[src/rtl/alu_pkg.sv]
// ---------------------------------------------------------------------------
// alu_pkg
// Shared opcode type and opcode constants for the alu_pipe datapath.
// Imported by alu_pipe.
// ---------------------------------------------------------------------------
package alu_pkg;

  // 3-bit opcode carried through the pipeline
  typedef logic [2:0] op_t;

  localparam op_t OP_ADD = 3'b000;  // sx(a) + sx(b)
  localparam op_t OP_SUB = 3'b001;  // sx(a) - sx(b)
  localparam op_t OP_MUL = 3'b010;  // a * b, unsigned
  localparam op_t OP_AND = 3'b011;  // sx(a) & sx(b)
  localparam op_t OP_XOR = 3'b100;  // sx(a) ^ sx(b)
  localparam op_t OP_ABS = 3'b101;  // |a|, a signed, zero-extended
  localparam op_t OP_AVG = 3'b110;  // (sx(a) + sx(b)) >>> 1
  localparam op_t OP_MOD = 3'b111;  // a mod b, unsigned, iterative

endpackage

[src/rtl/alu_divider.sv]
// ---------------------------------------------------------------------------
// alu_divider
// Restoring unsigned remainder unit, one dividend bit per clock.
//   clk_p_i    : clock, rising edge
//   reset_n_i  : asynchronous active-low reset (aborts any operation)
//   start_i    : load a_i/b_i and begin; only pulsed while not busy
//   a_i, b_i   : dividend / divisor
//   busy_o     : iterations in progress
//   done_o     : rem_o/dz_o valid; held until the next start_i
//   rem_o      : a mod b (equals a when b == 0)
//   dz_o       : divisor was zero
// Timing: start edge + DATA_W iteration edges, done_o high after the last.
// ---------------------------------------------------------------------------
module alu_divider #(
  parameter int DATA_W = 8
) (
  input  logic              clk_p_i,
  input  logic              reset_n_i,
  input  logic              start_i,
  input  logic [DATA_W-1:0] a_i,
  input  logic [DATA_W-1:0] b_i,
  output logic              busy_o,
  output logic              done_o,
  output logic [DATA_W-1:0] rem_o,
  output logic              dz_o
);

  localparam int CNT_W = $clog2(DATA_W + 1);

  logic              r_busy;
  logic              r_done;
  logic              r_dz;
  logic [CNT_W-1:0]  r_cnt;
  logic [DATA_W-1:0] r_dvd;   // dividend, shifted out MSB first
  logic [DATA_W-1:0] r_div;
  logic [DATA_W-1:0] r_rem;

  logic [DATA_W:0]   w_trial;
  logic [DATA_W:0]   w_diff;
  logic [DATA_W-1:0] w_rem_next;

  // Partial remainder with the next dividend bit appended; the borrow of
  // the trial subtraction decides whether to restore. With b == 0 the
  // subtraction never borrows, so r_rem simply shifts in all of a and ends
  // up equal to a -- exactly the divide-by-zero result required.
  always_comb begin
    w_trial    = {r_rem, r_dvd[DATA_W-1]};
    w_diff     = w_trial - {1'b0, r_div};
    w_rem_next = w_diff[DATA_W] ? w_trial[DATA_W-1:0] : w_diff[DATA_W-1:0];
  end

  always_ff @(posedge clk_p_i or negedge reset_n_i) begin
    if (!reset_n_i) begin
      r_busy <= 1'b0;
      r_done <= 1'b0;
      r_dz   <= 1'b0;
      r_cnt  <= '0;
      r_dvd  <= '0;
      r_div  <= '0;
      r_rem  <= '0;
    end else if (start_i) begin
      r_busy <= 1'b1;
      r_done <= 1'b0;
      r_dz   <= (b_i == '0);
      r_cnt  <= CNT_W'(DATA_W);
      r_dvd  <= a_i;
      r_div  <= b_i;
      r_rem  <= '0;
    end else if (r_busy) begin
      r_rem <= w_rem_next;
      r_dvd <= {r_dvd[DATA_W-2:0], 1'b0};
      r_cnt <= r_cnt - CNT_W'(1);
      if (r_cnt == CNT_W'(1)) begin
        r_busy <= 1'b0;
        r_done <= 1'b1;
      end
    end
  end

  assign busy_o = r_busy;
  assign done_o = r_done;
  assign rem_o  = r_rem;
  assign dz_o   = r_dz;

endmodule

[src/rtl/alu_pipe.sv]
// ---------------------------------------------------------------------------
// alu_pipe
// Handshaked ALU: S1 operand register -> S2 execute register -> output
// register (OR). Single-cycle ops are computed from S2 into OR; modulo is
// handed to alu_divider when the op enters S2 and S2 stays occupied until
// the remainder moves into OR. Results leave in acceptance order.
//   clk_p_i     : clock, rising edge
//   reset_n_i   : asynchronous active-low reset
//   in_valid_i  / in_ready_o  : operand handshake
//   data_a_i, data_b_i, inst_i: operands and opcode (DATA_W, DATA_W, 3)
//   out_valid_o / out_ready_i : result handshake
//   data_o      : result (2*DATA_W)
//   err_o       : 1 = modulo by zero
// ---------------------------------------------------------------------------
module alu_pipe
  import alu_pkg::*;
#(
  parameter  int DATA_W = 8,
  localparam int OUT_W  = 2 * DATA_W
) (
  input  logic              clk_p_i,
  input  logic              reset_n_i,
  input  logic              in_valid_i,
  output logic              in_ready_o,
  input  logic [DATA_W-1:0] data_a_i,
  input  logic [DATA_W-1:0] data_b_i,
  input  logic [2:0]        inst_i,
  output logic              out_valid_o,
  input  logic              out_ready_i,
  output logic [OUT_W-1:0]  data_o,
  output logic              err_o
);

  logic              r_s1_valid;
  op_t               r_s1_op;
  logic [DATA_W-1:0] r_s1_a;
  logic [DATA_W-1:0] r_s1_b;

  logic              r_s2_valid;
  op_t               r_s2_op;
  logic [DATA_W-1:0] r_s2_a;
  logic [DATA_W-1:0] r_s2_b;

  logic              r_or_valid;
  logic [OUT_W-1:0]  r_or_data;
  logic              r_or_err;

  logic              w_in_fire;
  logic              w_or_free;
  logic              w_s2_res_ok;
  logic              w_s2_adv;
  logic              w_s2_free;
  logic              w_s1_adv;
  logic              w_div_start;
  logic              w_div_busy;
  logic              w_div_done;
  logic [DATA_W-1:0] w_div_rem;
  logic              w_div_dz;
  logic [OUT_W-1:0]  w_sa;
  logic [OUT_W-1:0]  w_sb;
  logic [OUT_W-1:0]  w_sum;
  logic [OUT_W-1:0]  w_res;
  logic              w_err;

  // Flow control: OR can take a result if empty or draining this edge;
  // everything upstream only moves when the stage ahead frees up, so the
  // whole chain collapses combinationally from out_ready_i.
  always_comb begin
    w_or_free   = !r_or_valid || out_ready_i;
    w_s2_res_ok = (r_s2_op == OP_MOD) ? (w_div_done && !w_div_busy) : 1'b1;
    w_s2_adv    = r_s2_valid && w_s2_res_ok && w_or_free;
    w_s2_free   = !r_s2_valid || w_s2_adv;
    w_s1_adv    = r_s1_valid && w_s2_free;
    in_ready_o  = !r_s1_valid || w_s1_adv;
    w_in_fire   = in_valid_i && in_ready_o;
    w_div_start = w_s1_adv && (r_s1_op == OP_MOD);
  end

  alu_divider #(
    .DATA_W (DATA_W)
  ) u_divider (
    .clk_p_i   (clk_p_i),
    .reset_n_i (reset_n_i),
    .start_i   (w_div_start),
    .a_i       (r_s1_a),
    .b_i       (r_s1_b),
    .busy_o    (w_div_busy),
    .done_o    (w_div_done),
    .rem_o     (w_div_rem),
    .dz_o      (w_div_dz)
  );

  // Single-cycle datapath from S2. The sign-extended sum cannot overflow
  // OUT_W, so the average is a plain arithmetic shift of it.
  always_comb begin
    w_sa  = {{DATA_W{r_s2_a[DATA_W-1]}}, r_s2_a};
    w_sb  = {{DATA_W{r_s2_b[DATA_W-1]}}, r_s2_b};
    w_sum = w_sa + w_sb;
    w_res = '0;
    unique case (r_s2_op)
      OP_ADD:  w_res = w_sum;
      OP_SUB:  w_res = w_sa - w_sb;
      OP_MUL:  w_res = {{DATA_W{1'b0}}, r_s2_a} * {{DATA_W{1'b0}}, r_s2_b};
      OP_AND:  w_res = w_sa & w_sb;
      OP_XOR:  w_res = w_sa ^ w_sb;
      OP_ABS:  w_res = r_s2_a[DATA_W-1] ? (OUT_W'(0) - w_sa) : w_sa;
      OP_AVG:  w_res = {w_sum[OUT_W-1], w_sum[OUT_W-1:1]};
      OP_MOD:  w_res = {{DATA_W{1'b0}}, w_div_rem};
      default: w_res = '0;
    endcase
    w_err = (r_s2_op == OP_MOD) && w_div_dz;
  end

  always_ff @(posedge clk_p_i or negedge reset_n_i) begin
    if (!reset_n_i) begin
      r_s1_valid <= 1'b0;
      r_s1_op    <= OP_ADD;
      r_s1_a     <= '0;
      r_s1_b     <= '0;
      r_s2_valid <= 1'b0;
      r_s2_op    <= OP_ADD;
      r_s2_a     <= '0;
      r_s2_b     <= '0;
      r_or_valid <= 1'b0;
      r_or_data  <= '0;
      r_or_err   <= 1'b0;
    end else begin
      if (w_in_fire) begin
        r_s1_valid <= 1'b1;
        r_s1_op    <= inst_i;
        r_s1_a     <= data_a_i;
        r_s1_b     <= data_b_i;
      end else if (w_s1_adv) begin
        r_s1_valid <= 1'b0;
      end

      if (w_s1_adv) begin
        r_s2_valid <= 1'b1;
        r_s2_op    <= r_s1_op;
        r_s2_a     <= r_s1_a;
        r_s2_b     <= r_s1_b;
      end else if (w_s2_adv) begin
        r_s2_valid <= 1'b0;
      end

      // Load wins over drain so a simultaneous drain+load leaves no bubble
      if (w_s2_adv) begin
        r_or_valid <= 1'b1;
        r_or_data  <= w_res;
        r_or_err   <= w_err;
      end else if (out_ready_i) begin
        r_or_valid <= 1'b0;
      end
    end
  end

  assign out_valid_o = r_or_valid;
  assign data_o      = r_or_data;
  assign err_o       = r_or_err;

endmodule

[config.mk]
export PLATFORM = sky130hd
export DESIGN_NAME = alu_pipe
export DESIGN_NICKNAME = d
export VERILOG_FILES = /design/src/rtl/alu_pkg.sv /design/src/rtl/alu_divider.sv /design/src/rtl/alu_pipe.sv
export SDC_FILE = /design/constraint.sdc
export NUM_CORES = 1
export LEC_CHECK = 0
export ABC_AREA = 1
export CELL_PAD_IN_SITES_DETAIL_PLACEMENT = 0
export CELL_PAD_IN_SITES_GLOBAL_PLACEMENT = 1
export CORE_MARGIN = 10
export CORE_UTILIZATION = 50
export CTS_BUF_LIST = sky130_fd_sc_hd__clkbuf_8
export CTS_CLUSTER_SIZE = 24
export DETAILED_ROUTE_END_ITERATION = 10
export PLACE_DENSITY = 0.95
export SLEW_MARGIN = 20
export SYNTH_ARGS = -nofsm -noshare
export SYNTH_HDL_FRONTEND = slang
export SYNTH_SLANG_ARGS = --single-unit
export TNS_END_PERCENT = 5
[constraint.sdc]
create_clock -name clk_p_i -period 10.8 [get_ports clk_p_i]
set_input_delay 1.08 -clock clk_p_i [delete_from_list [all_inputs] [get_ports clk_p_i]]
set_output_delay 1.08 -clock clk_p_i [all_outputs]
set_load 0.05 [all_outputs]
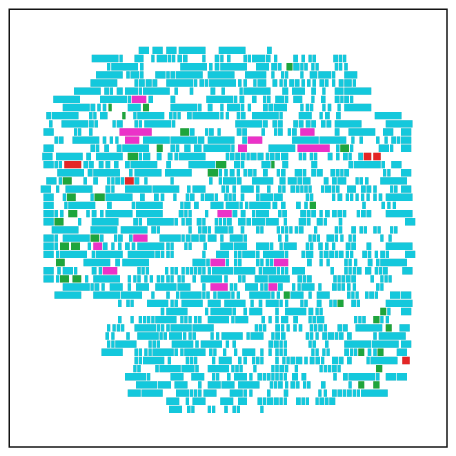
(drive-strength map)
(3 px per um)
[drive 1 or less] cyan | cells: 1078 | share: 95% | most used: nand2_1
[drive 2] green | cells: 33 | share: 2.9%
[drive 3 to 4] red | cells: 5 | share: 0.44% | most used: buf_4
[drive 6 and up] magenta | cells: 15 | share: 1.3% | most used: clkbuf_8

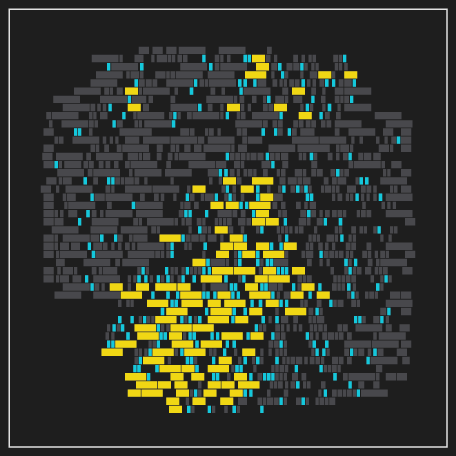
(selected gate families)
(3 px per um)
[inverters] cyan | cells: 240
[adder and majority cells] yellow | cells: 102
dominant logic cell type in the layout: nand2_1
non-filler cells, final: 1342
Comb area share: 52.88%

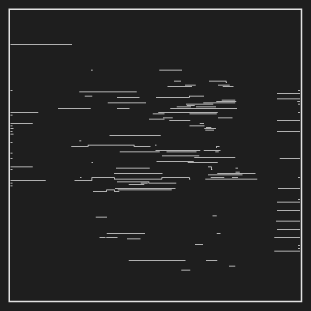
(M3 wires)
(2 px per um)
nets with wire on the layer: 101
main direction: horizontal
wire length on this layer: 1170 um
share of all routed wire: 6.1%
routing usage on met3: 3.384%
vias: 6812

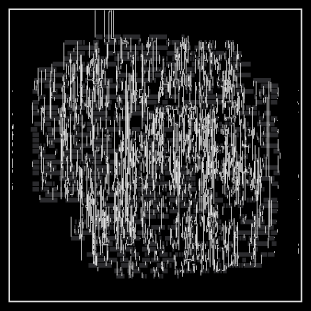
(the metal 2 layer)
(2 px per um)
main direction: vertical
nets with wire on the layer: 933
share of all routed wire: 43%
wire length on this layer: 8260 um
longest straight run: 53.4 um

==> Slide: Implementation Results <==
Synthesis and Place & Route Summary

Flow run
  – Log Warnings: 35

Route
  – Detailed Route WL: 19150 um
  – Starting DRT DRC Count: 534
  – Drc violations: 0

Logic synthesis
  – Mapped Cells: ~1100
  – Seq share, synth: 28.33%
  – Syn Nets: 1235
  – Yosys top cell by area: dfrtp_1
  – Avg Cell Area, Syn: between 7 and 8 um2
  – Ys flops: 89

Worst setup path
  – Crit-path max cell delay: 770 ps
  – WP data required: 9720 ps
  – CP Max Fanout: 16
  – Critical path class: in -> out

GRT
  – Most used routing layer: met2
  – GR Overflow Total: 0
  – Initial antenna violation count: 0
  – Number of global-route vias before repair: 6474

CTS
  – H-tree depth: 3

Timing
  – Maximum clock rate: approximately 220 MHz
  – Worst-Margin Slew: 1081 ps
  – Fin. Hold Viols: 0
  – TNS Setup: 0 ps
  – Tmin final: 4449 ps

Outcome
  – Status: finished, final reports clean

Die
  – Cell row count: roughly 45
  – Die area: 21140 um2
  – Die height: 145.4 um

Layout
  – Final instance area: roughly 8600 um2
  – Nets: ~1300

Placement
  – Port bufs: 41
## flip-flops by register name, summed over array words and instances, names as in the netlist, 3 cells and up
name / flops
u_divider.r_dvd: 8
r_s2_a: 8
u_divider.rem_o: 8
r_s1_op: 3
u_divider.r_cnt: 4
data_o: 16
r_s1_a: 8
r_s1_b: 8
r_s2_op: 3
r_s2_b: 8
u_divider.r_div: 8
## critical path: cells and delay by family
family / cells / cell delay (ps)
buf+inv: 4 / 1760
simple gates: 3 / 510
## cell type report
cell class / count / area, um2 / share of cell area [%]
clock buffers: 9 / 123.9 / 1.441
clock inverters: 7 / 111.4 / 1.295
inverters: 240 / 900.9 / 10.48
multi-input cells: 743 / 4546 / 52.88
flip-flops and latches: 89 / 2227 / 25.91
well taps: 211 / 264.0 / 3.071
repair buffers: 43 / 422.9 / 4.920
## final timing paths
| path | endpoint | slack, ps | depth (start not counted) |
|---|---|---|---|
| max | in_ready_o | 6350 | 7 |
| min | data_o[3] | 480 | 2 |
| max reg2reg | data_o[8] | 6360 | 17 |
| min reg2reg | data_o[3] | 480 | 2 |
| max in group asynchronous | r_s1_op[2] | 9090 | 2 |
| min in group asynchronous | data_o[11] | 530 | 1 |
## kinds of logic after synthesis
family | after synthesis | share of synthesized area, %
AND/OR/NAND/NOR | 508 | 27.56
flip-flops | 89 | 28.33
buffers and inverters | 278 | 13.93
XOR/XNOR | 13 | 1.449
adder cells (fa/ha/maj) | 102 | 19.96
AND-OR/OR-AND | 120 | 8.771
## cell usage in the layout, fill, tap and decap left out, types with 2 or more instances in the layout
| cell type | count |
|---|---|
| o21bai_1 | 2 |
| xor2_1 | 8 |
| buf_4 | 3 |
| fa_1 | 39 |
| clkbuf_8 | 9 |
| xnor2_1 | 5 |
| o211ai_1 | 5 |
| ha_1 | 63 |
| inv_2 | 3 |
| dfrtp_1 | 89 |
| a21oi_1 | 24 |
| nand4_1 | 21 |
| or2_2 | 11 |
| nand2_2 | 2 |
| nor3_2 | 2 |
| a21boi_0 | 2 |
| nand3b_1 | 4 |
| nor3_1 | 7 |
| nand2_1 | 325 |
| inv_1 | 237 |
| o21ai_1 | 2 |
| o21ai_2 | 11 |
| o21ai_0 | 62 |
| clkdlybuf4s50_1 | 40 |
| nand3_2 | 2 |
| nand3_1 | 96 |
| bufinv_16 | 2 |
| o22ai_1 | 6 |
| inv_6 | 3 |
| nor2_1 | 36 |
## stage by stage
step | setup slack (ps) | hold WS, ps
floorplan | 6695 | 452.4
global placement | 6381 | 459.5
detailed placement | 6371 | 465.0
CTS | 6352 | 490.7
global route | 6071 | 513.4
finish | 6351 | 483.8
## routing by layer
layer | part of all wire [%] | wire [um]
met1 | 50 | 9515
met2 | 43 | 8263
met3 | 6.1 | 1174
met4 | 1.0 | 201
met5 | 0 | 0
